run_1/final_congestion.png
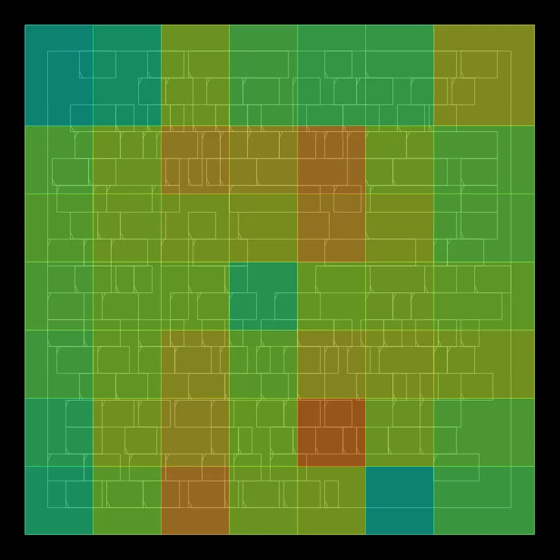
run_1/registers.png
The bar under the picture is 20 um long. Other sequential cells in the stronger grey, the rest of the logic in the fainter grey.
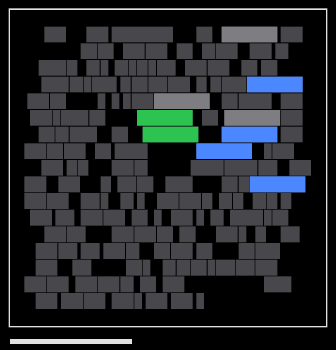
run_1/gate_families.png
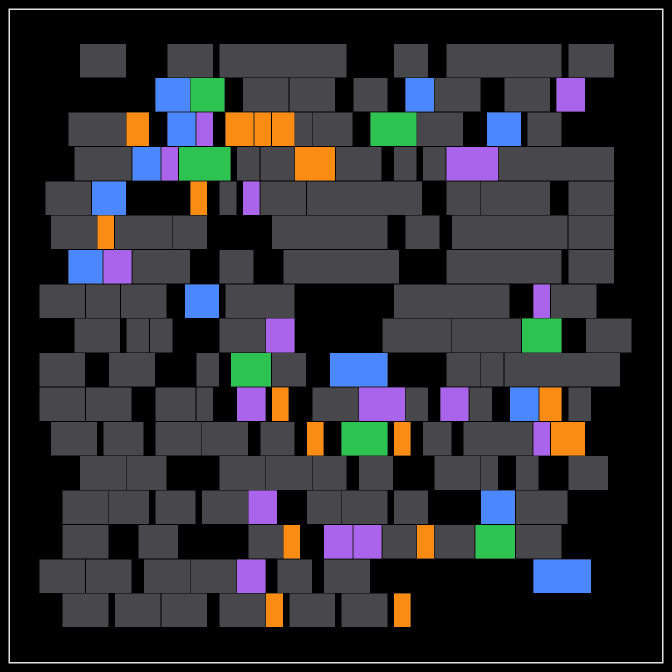
run_1/clock_map.png
The bar under the picture is 20 um long.
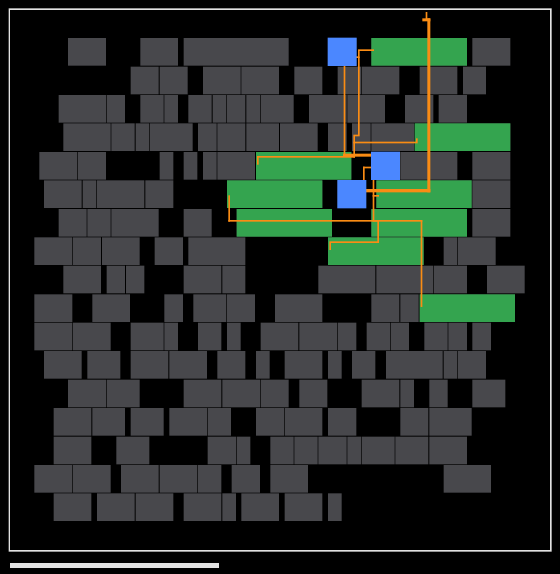
### config.mk
export PLATFORM = sky130hd
export DESIGN_NAME = rot_arbiter
export DESIGN_NICKNAME = d
export VERILOG_FILES = /design/src/rtl/rot_pkg.sv /design/src/rtl/rot4_core.sv /design/src/rtl/rot_arbiter.sv
export SDC_FILE = /design/constraint.sdc
export NUM_CORES = 1
export LEC_CHECK = 0
export CORE_MARGIN = 2
export CORE_UTILIZATION = 45
export DETAILED_ROUTE_END_ITERATION = 12
export PLACE_DENSITY_LB_ADDON = 0.12
export SLEW_MARGIN = 20
export SYNTH_ARGS = -nofsm -noshare
export SYNTH_HDL_FRONTEND = slang
export SYNTH_HIERARCHICAL = 1
export SYNTH_SLANG_ARGS = --single-unit
### constraint.sdc
create_clock -name clk -period 5.9 [get_ports clk]
set_input_delay 1.77 -clock clk [delete_from_list [all_inputs] [get_ports clk]]
set_output_delay 1.77 -clock clk [all_outputs]
set_load 0.005 [all_outputs]
### src/rtl/rot_pkg.sv
// rtl/rot_pkg.sv - shared types and constants for the rotate arbiter slice
package rot_pkg;

  localparam int ROT_W = 4;

  typedef logic [1:0] rot_amt_t;

  localparam logic DIR_RIGHT = 1'b0;
  localparam logic DIR_LEFT  = 1'b1;

  typedef enum logic {
    ST_EMPTY = 1'b0,
    ST_FULL  = 1'b1
  } out_state_t;

endpackage

### src/rtl/rot4_core.sv
// rtl/rot4_core.sv - combinational 4-bit rotator, right by amt or left by amt
module rot4_core
  import rot_pkg::*;
(
  input  logic [ROT_W-1:0] i_data,
  input  rot_amt_t         i_amt,
  input  logic             i_dir,
  output logic [ROT_W-1:0] o_data
);

  rot_amt_t w_shift;

  // A left rotate by s is a right rotate by (4-s) mod 4; 2-bit wrap gives that for free.
  assign w_shift = (i_dir == DIR_LEFT) ? (2'd0 - i_amt) : i_amt;

  always_comb begin
    o_data = '0;
    for (int k = 0; k < ROT_W; k++) begin
      o_data[k] = i_data[2'(k) + w_shift];
    end
  end

endmodule

### src/rtl/rot_arbiter.sv
// rtl/rot_arbiter.sv - round-robin arbiter sharing one rotator, single-entry output register
module rot_arbiter
  import rot_pkg::*;
#(
  parameter int NREQ = 4,
  parameter int ID_W = (NREQ > 1) ? $clog2(NREQ) : 1
) (
  input  logic                  clk,
  input  logic                  rst_n,
  input  logic [NREQ-1:0]       req_valid,
  output logic [NREQ-1:0]       req_ready,
  input  logic [NREQ*ROT_W-1:0] req_data,
  input  logic [NREQ*2-1:0]     req_amt,
  input  logic [NREQ-1:0]       req_dir,
  output logic                  out_valid,
  input  logic                  out_ready,
  output logic [ROT_W-1:0]      out_data,
  output logic [ID_W-1:0]       out_id
);

  out_state_t       r_state;
  logic [ID_W-1:0]  r_rr_ptr;
  logic [ROT_W-1:0] r_out_data;
  logic [ID_W-1:0]  r_out_id;

  logic [ID_W:0]    w_scan;
  logic [ID_W-1:0]  w_scan_id;
  logic [ID_W-1:0]  w_win;
  logic             w_found;
  logic [ROT_W-1:0] w_sel_data;
  rot_amt_t         w_sel_amt;
  logic             w_sel_dir;
  logic [ROT_W-1:0] w_rot;
  logic             w_accept;
  logic             w_xfer;

  always_comb begin
    w_scan     = '0;
    w_scan_id  = '0;
    w_win      = '0;
    w_found    = 1'b0;
    w_sel_data = '0;
    w_sel_amt  = '0;
    w_sel_dir  = DIR_RIGHT;
    // Wrap at NREQ rather than 2**ID_W so unused ID codes are never produced.
    for (int i = 0; i < NREQ; i++) begin
      w_scan = {1'b0, r_rr_ptr} + (ID_W+1)'(i);
      if (w_scan >= (ID_W+1)'(NREQ)) begin
        w_scan = w_scan - (ID_W+1)'(NREQ);
      end
      w_scan_id = w_scan[ID_W-1:0];
      if (!w_found && req_valid[w_scan_id]) begin
        w_found = 1'b1;
        w_win   = w_scan_id;
      end
    end
    for (int k = 0; k < NREQ; k++) begin
      if (ID_W'(k) == w_win) begin
        w_sel_data = req_data[k*ROT_W +: ROT_W];
        w_sel_amt  = req_amt[k*2 +: 2];
        w_sel_dir  = req_dir[k];
      end
    end
  end

  rot4_core u_rot4_core (
    .i_data (w_sel_data),
    .i_amt  (w_sel_amt),
    .i_dir  (w_sel_dir),
    .o_data (w_rot)
  );

  assign w_accept  = (r_state == ST_EMPTY) || out_ready;
  assign w_xfer    = w_found && w_accept && rst_n;
  assign req_ready = w_xfer ? (NREQ'(1) << w_win) : '0;

  always_ff @(posedge clk or negedge rst_n) begin
    if (!rst_n) begin
      r_state    <= ST_EMPTY;
      r_rr_ptr   <= '0;
      r_out_data <= '0;
      r_out_id   <= '0;
    end else if (w_xfer) begin
      r_state    <= ST_FULL;
      r_out_data <= w_rot;
      r_out_id   <= w_win;
      r_rr_ptr   <= (w_win == ID_W'(NREQ-1)) ? '0 : w_win + 1'b1;
    end else if (r_state == ST_FULL && out_ready) begin
      r_state <= ST_EMPTY;
    end
  end

  assign out_valid = (r_state == ST_FULL);
  assign out_data  = r_out_data;
  assign out_id    = r_out_id;

endmodule

==> flow_summary.json, run 1 <==
{
  "status": "completed",
  "top_usage_layer": "met2",
  "row_count": 17,
  "power_switching_mw": 0.250,
  "setup_viol": 0,
  "grt_pass1_wl_um": 4190,
  "min_path_type": "reg -> reg",
  "yosys_cells": 114,
  "dp_slack_ns": 0.228,
  "final-clk-cell-share_pct": 1.78,
  "routed-wl-met2_um": 1170,
  "met3_wirelength_um": 137,
  "vdd_drop_max_mv": 0.232,
  "hold_start": "out_data[2]",
  "cp-end-kind": "output port",
  "final.fill_count": 175,
  "powerDensity_nw_per_um2": 398,
  "cts_tree": "yes",
  "grt_max_degree": 15,
  "nClkBuffers": 3,
  "crit_start": "req_valid[3]",
  "hold_slack_ns": 0.509,
  "synthCells": 114,
  "worstSetupEndpoint": "req_ready[0]",
  "ys.flops": 9,
  "dieArea_um2": 2660,
  "seqPwrFrac_pct": 17.3,
  "netlist_area_um2": 1020,
  "top_cells_by_count": "nand2_1, dfrtp_1, nor2b_1",
  "r2r_slack_ns": 2.35,
  "swShare_pct": 40.7,
  "final_layout_top_logic_cell": "clkdlybuf4s50_1",
  "num-nonclk-inverters": 4,
  "comb_area_um2": 738,
  "ys_sh_adder_pct": 4.91,
  "routed.top_layer": "met4",
  "leakagePower_nw": 0.638,
  "flops": 9,
  "max_freq_ghz": 0.176,
  "avgSynthCellArea_um2": 8.94,
  "slowest_stage": "clkdlybuf4s50_1",
  "ant_nets": 0,
  "ys_sh_simple_pct": 26.1,
  "drt_first_pass_iters": 4,
  "hold_depth": 1,
  "htreeDepth": 1,
  "num-nonclk-buffers": 52,
  "path_common_cell": "clkdlybuf4s50_1",
  "die_w_um": 51.6,
  "synthTopLogicFamily": "AND-OR/OR-AND gates",
  "n_tap_cell": 28,
  "ys_seq_share_pct": 22.1,
  "tightest_slew_ns": 0.643,
  "ff2ff_path_depth": 12,
  "start_kind": "primary input",
  "finalWeightedCongestion": 0.784,
  "fp_util_pct": 47.0,
  "nets": 204,
  "wl_um": 2580,
  "comb_cells": 95,
  "edf_count": 0,
  "most_common_cell": "nand2_1",
  "ys_sh_aoi_pct": 28.1,
  "cts.path.max_buffers": 2,
  "flop_cell": "dfrtp_1",
  "crit_path_cell_trace": "clkdlybuf4s50_1 -> nor2_1 -> a221o_2 -> or2_2 -> ha_1 -> and2_2 -> clkdlybuf4s50_1",
  "yosys_area_um2": 1020,
  "cp.arrival_ns": 3.91,
  "yosys_warnings": 6,
  "hold_viol": 0,
  "ys_sh_mux_pct": 12.4,
  "hold_end": "out_data[2]",
  "numPlacedInstances": 188,
  "crit_family": "buffers and inverters",
  "drcViolationCount": 0,
  "required_ns": 4.13,
  "num_vias": 1063,
  "core_area_um2": 2170,
  "first_global_vias": 963,
  "drt_iter0_drc": 19,
  "crit_cells": 7,
  "relSlewSlack_pct": 56.8
}
Notes on final_congestion.png above:
M2 GR Usage: 32.9%
gr usage total: 20.3%

Notes on registers.png above:
- green: r_rr_ptr (placed flops 2)
- blue: out_data (placed flops 4; where east)
Seq group: 0.106 mW
flop share of the area: 14.6%
Finished Core Util: 71.2%
Flop area: 225 um2

Notes on gate_families.png above:
- green: AND-OR and OR-AND gates (cells 7)
- blue: AND and OR gates (cells 12; where all over the die)
- orange: NAND gates (cells 16)
- purple: NOR gates (cells 16)
post-route insts no fill: 192
logic share of the area: 47.8%

Notes on clock_map.png above:
- blue: cells driving clock nets (count 3)
- orange: clock wires (length 119 um)
- green: flip-flops (count 9)
- routed clock nets: 4
Clk pwr share: 7.7%
worst skew pair latency: 0.26 ns
Final Skew: 0.00305 ns
clock network power: 0.0472 mW

[run 1: logic make-up (layout without fill, tap and decap cells)]
kind of cell / after synthesis / in the layout
XOR/XNOR: 1 / 1
buffers and inverters: 10 / 60
flip-flops: 9 / 9
multiplexers: 10 / 10
AND/OR/NAND/NOR: 44 / 44
AND-OR/OR-AND: 36 / 36
adder cells (fa/ha/maj): 4 / 4
[run 1: state kept, by name (all words and copies together), names as in the netlist]
name	flops
out_data	4
out_id	2
r_rr_ptr	2
out_valid	1
[run 1: power by group through the flow]
stage	Clock [mW]	Combinational (mW)	Sequential (mW)
3_5_place_dp	0	0.461	0.107
3_3_place_gp	0	0.444	0.106
2_1_floorplan	0	0.330	0.106
4_1_cts	0.0482	0.462	0.106
6_report	0.0472	0.460	0.106
5_1_grt	0.0519	0.504	0.110
==> inputs of run 2 (changes only) <==
==> constraint.sdc (replaced) <==
create_clock -name clk -period 5.9 [get_ports clk]
set_input_delay 1.77 -clock clk [delete_from_list [all_inputs] [get_ports clk]]
set_output_delay 1.77 -clock clk [all_outputs]
set_load 0.1 [all_outputs]
run_2/gate_families.png
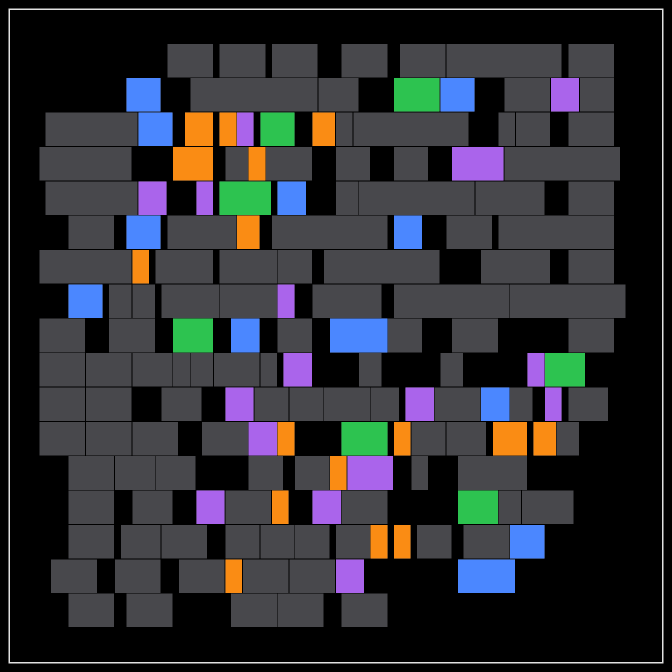
- purple: NOR gates (cells 16)
- blue: AND and OR gates (cells 12)
- orange: NAND gates (cells 16)
- green: AND-OR and OR-AND gates (cells 7)
post-route insts no fill: 190
logic share of the area: 47.1%

run_2/cell_classes.png
The bar under the picture is 20 um long.
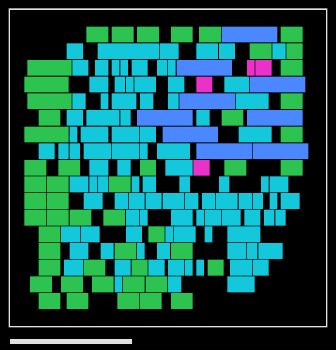
- cyan: all other logic (cells 99)
- blue: flops (cells 9)
- magenta: clock drivers and dummy loads (cells 4)
- green: other buffers and delay cells (cells 50)
Core Area: 2170 um2
flop share of the area: 14.4%

==> run 2 against run 1 <==
Sequential power hardly changed. Combinational power is 37% higher. Utilization is 1.1 points higher. Largest cell class unchanged. Largest power group unchanged. Highest routed layer is now met3.
==> flow_summary.json, run 2 <==
{
  "synthCells": 114,
  "pwr-share-comb_pct": 80.4,
  "ant_nets": 0,
  "worstSetupEndpoint": "req_ready[2]",
  "postCtsSetupBuffers": 0,
  "row_count": 17,
  "p_clk_mw": 0.0457,
  "flop_cell": "dfrtp_1",
  "finalClockSkew_ns": 0.000155,
  "post-route-util_pct": 72.3,
  "crit_path_cell_trace": "clkdlybuf4s50_1 -> nor2_1 -> a221o_2 -> nor2_1 -> ha_1 -> and2_2 -> buf_12",
  "hold_end": "out_data[3]",
  "pg_comb_mw": 0.630,
  "most_common_cell": "nand2_1",
  "final.fill_count": 181,
  "status": "completed",
  "seqPwrFrac_pct": 13.8,
  "yosys_area_um2": 1020,
  "vdd_drop_max_mv": 0.318,
  "powerDensity_nw_per_um2": 500,
  "num_vias": 1054,
  "swShare_pct": 52.9,
  "crit_start": "req_valid[3]",
  "seq_power_mw": 0.108,
  "drv_cap": 0,
  "grt_max_degree": 16,
  "avgSynthCellArea_um2": 8.94,
  "fin_area_um2": 1570,
  "max_freq_ghz": 0.180,
  "fp_util_pct": 47.0,
  "clock.latency.late_pin_ns": 0.25,
  "routed.top_layer": "met3",
  "power.share.clock_pct": 5.8,
  "min_path_type": "reg -> reg",
  "wl_um": 2600,
  "seqCellArea_um2": 225,
  "tightest_slew_ns": 0.979,
  "met3_wirelength_um": 123,
  "crit_cells": 7,
  "hold_depth": 1,
  "top_power_group": "combinational logic",
  "netlist_area_um2": 1020,
  "cp.arrival_ns": 3.80,
  "cts_tree": "yes",
  "die_w_um": 51.6,
  "leakagePower_nw": 0.644,
  "drt_iter0_drc": 21,
  "dp_slack_ns": 0.357,
  "grt_pass1_wl_um": 4270,
  "nets": 202,
  "grtUsageTotal_pct": 20.7,
  "final_layout_top_logic_cell": "clkdlybuf4s50_1",
  "largest_register_ffs": 4,
  "grtUsageMet2_pct": 33.8,
  "finalWeightedCongestion": 0.807,
  "ys.flops": 9,
  "setup_viol": 0,
  "drcViolationCount": 0,
  "comb_area_um2": 738,
  "yosys_warnings": 6,
  "slowest_stage": "clkdlybuf4s50_1",
  "met1_usage_pct": 28.3,
  "finalWorstSetupSlack_ns": 0.329,
  "hold_slack_ns": 0.511,
  "dieArea_um2": 2660,
  "start_kind": "primary input",
  "crit_family": "buffers and inverters",
  "drt_first_pass_iters": 4,
  "routed-wl-met2_um": 1240,
  "edf_count": 0,
  "path_common_cell": "nor2_1",
  "r2r_slack_ns": 2.32,
  "hold_viol": 0,
  "top_usage_layer": "met2",
  "numPlacedInstances": 186,
  "top_cells_by_count": "nand2_1, dfrtp_1, nor2b_1",
  "ff2ff_path_depth": 11,
  "yosys_cells": 114,
  "cts.path.max_buffers": 2,
  "hold_start": "out_data[3]"
}
[run 2: cell counts after synthesis]
Identical to the previous run, type by type.
[run 2: layout make-up]
type / instances / area share [%]
multi-input cells: 95 / 47.1
repair buffers: 50 / 33.7
flip-flops and latches: 9 / 14.4
well taps: 28 / 2.23
clock buffers: 4 / 1.68
inverters: 4 / 0.958
[run 2: cells by family (layout without fill, tap and decap cells)]
group,count (synthesis),after routing,share of synthesized area [%]
XOR/XNOR,1,1,0.859
AND-OR/OR-AND,36,36,28.1
AND/OR/NAND/NOR,44,44,26.1
flip-flops,9,9,22.1
buffers and inverters,10,58,5.52
adder cells (fa/ha/maj),4,4,4.91
multiplexers,10,10,12.4
==> inputs of run 3 (changes only) <==
--- a/config.mk
+++ b/config.mk
@@ -5,7 +5,7 @@
 export SDC_FILE = /design/constraint.sdc
 export NUM_CORES = 1
 export LEC_CHECK = 0
-export CORE_MARGIN = 2
+export CORE_MARGIN = 5
 export CORE_UTILIZATION = 45
 export DETAILED_ROUTE_END_ITERATION = 12
 export PLACE_DENSITY_LB_ADDON = 0.12
run_3/cell_classes.png
The bar under the picture is 20 um long.
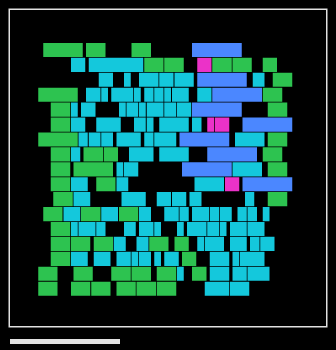
- blue: flops (cells 9)
- green: other buffers and delay cells (cells 50)
- cyan: all other logic (cells 99)
- magenta: clock drivers and dummy loads (cells 4)
num rows: 17
Core Area: 2190 um2
design area: 1570 um2

run_3/gate_families.png
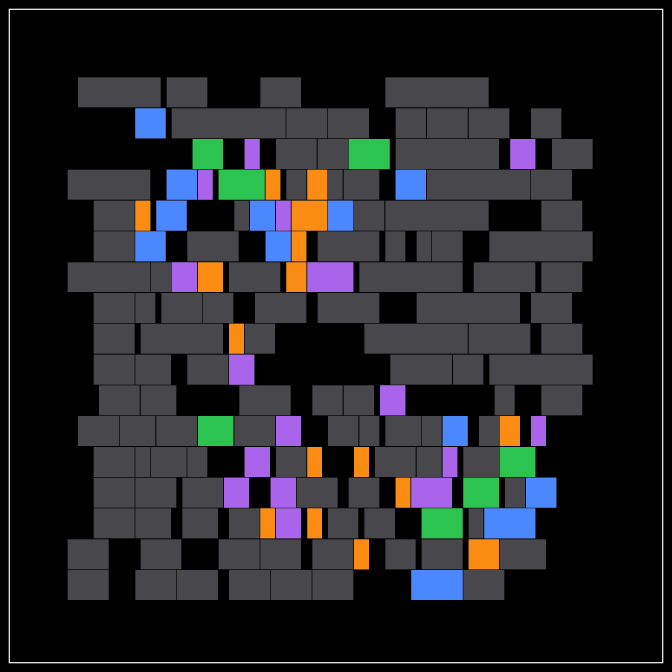
- purple: NOR gates (cells 16)
- green: AND-OR and OR-AND gates (cells 7)
- blue: AND and OR gates (cells 12)
- orange: NAND gates (cells 16)
highest-count logic cell in the final layout: clkdlybuf4s50_1

==> run 3 against run 2 <==
Maximum frequency barely moved. Critical path depth is the same. Non-clock buffer count stayed put. Area after synthesis did not move. Register-to-register slack got worse by 0.08 ns. Sequential power about the same. Largest power group unchanged. Wire length is 2.7% higher. Critical endpoint unchanged. Clock power about the same. Die area grew 25%. Highest routed layer unchanged. Global-route usage fell by 3.9 points. Via count shrank 0.95%. Count of clock-buffer cells in the layout unchanged.
==> flow_summary.json, run 3 <==
{
  "status": "completed",
  "min_path_type": "reg -> reg",
  "yosys_cells": 114,
  "drt_first_pass_iters": 4,
  "buffer_area_share_pct": 33.7,
  "edf_count": 0,
  "top_power_group": "combinational logic",
  "cts.path.max_buffers": 2,
  "hold_end": "out_data[1]",
  "num_vias": 1044,
  "most_common_cell": "nand2_1",
  "largest_register_ffs": 4,
  "xor_share_pct": 0.859,
  "yosys_warnings": 6,
  "flop_cell": "dfrtp_1",
  "netlist_area_um2": 1020,
  "drv_cap": 0,
  "drt_iter0_drc": 24,
  "cp-end-kind": "output port",
  "synthTopLogicFamily": "AND-OR/OR-AND gates",
  "powerDensity_nw_per_um2": 499,
  "die_w_um": 57.6,
  "comb_cells": 95,
  "crit_path_cell_trace": "clkdlybuf4s50_1 -> nor2_1 -> a221o_2 -> nor2_1 -> ha_1 -> and2_2 -> buf_12",
  "cp.arrival_ns": 3.80,
  "seqCellArea_um2": 225,
  "num-nonclk-inverters": 4,
  "ys_sh_simple_pct": 26.1,
  "comb_area_um2": 738,
  "tightest_slew_ns": 0.975,
  "clock.latency.late_pin_ns": 0.25,
  "power_switching_mw": 0.413,
  "cts_tree": "yes",
  "num-nonclk-buffers": 50,
  "nClkBuffers": 4,
  "ys_seq_share_pct": 22.1,
  "dp_slack_ns": 0.332,
  "power.share.clock_pct": 5.8,
  "p_clk_mw": 0.0456,
  "start_kind": "primary input",
  "fp_util_pct": 46.5,
  "crit_cells": 7,
  "ys_sh_aoi_pct": 28.1,
  "grt_max_degree": 16,
  "pg_comb_mw": 0.629,
  "ff2ff_path_depth": 11,
  "seq_power_mw": 0.108,
  "crit_start": "req_valid[3]",
  "hold_depth": 1,
  "leakagePower_nw": 0.644,
  "finalWeightedCongestion": 0.763,
  "ant_nets": 0,
  "slowest_stage": "clkdlybuf4s50_1",
  "seq_share_pct": 14.4,
  "top_area_cell_class": "multi-input combinational cells",
  "n_tap_cell": 28,
  "crit_family": "buffers and inverters",
  "grt_pass1_wl_um": 4530,
  "hold_start": "out_data[1]",
  "ys.flops": 9,
  "dieArea_um2": 3320,
  "final.fill_count": 170,
  "drcViolationCount": 0,
  "top_cells_by_count": "nand2_1, dfrtp_1, nor2b_1",
  "wl_um": 2680
}
[run 3: per-layer routing]
layer	GRT usage (%)	part of all wire (%)	vias up	routed length, um
met2	27.7	47	42	1260
met3	3.85	7.7	0	207
li1	-	-	530	-
met5	0	0	-	0
met4	5.30	0	0	0
met1	21.6	45	472	1200
[run 3: per-stage QoR]
stage	hold WS, ns	power [mW]	util (%)	instance area, um2	instances
floorplan	0.555	0.597	-	1020	114
global placement	0.487	0.720	70.4	1540	186
detailed placement	0.494	0.735	70.4	1540	186
CTS	0.507	0.784	71.6	1570	190
global route	0.532	0.839	71.6	1570	190
finish	0.511	0.782	71.6	1570	190
Power and IR drop assume default switching activity.
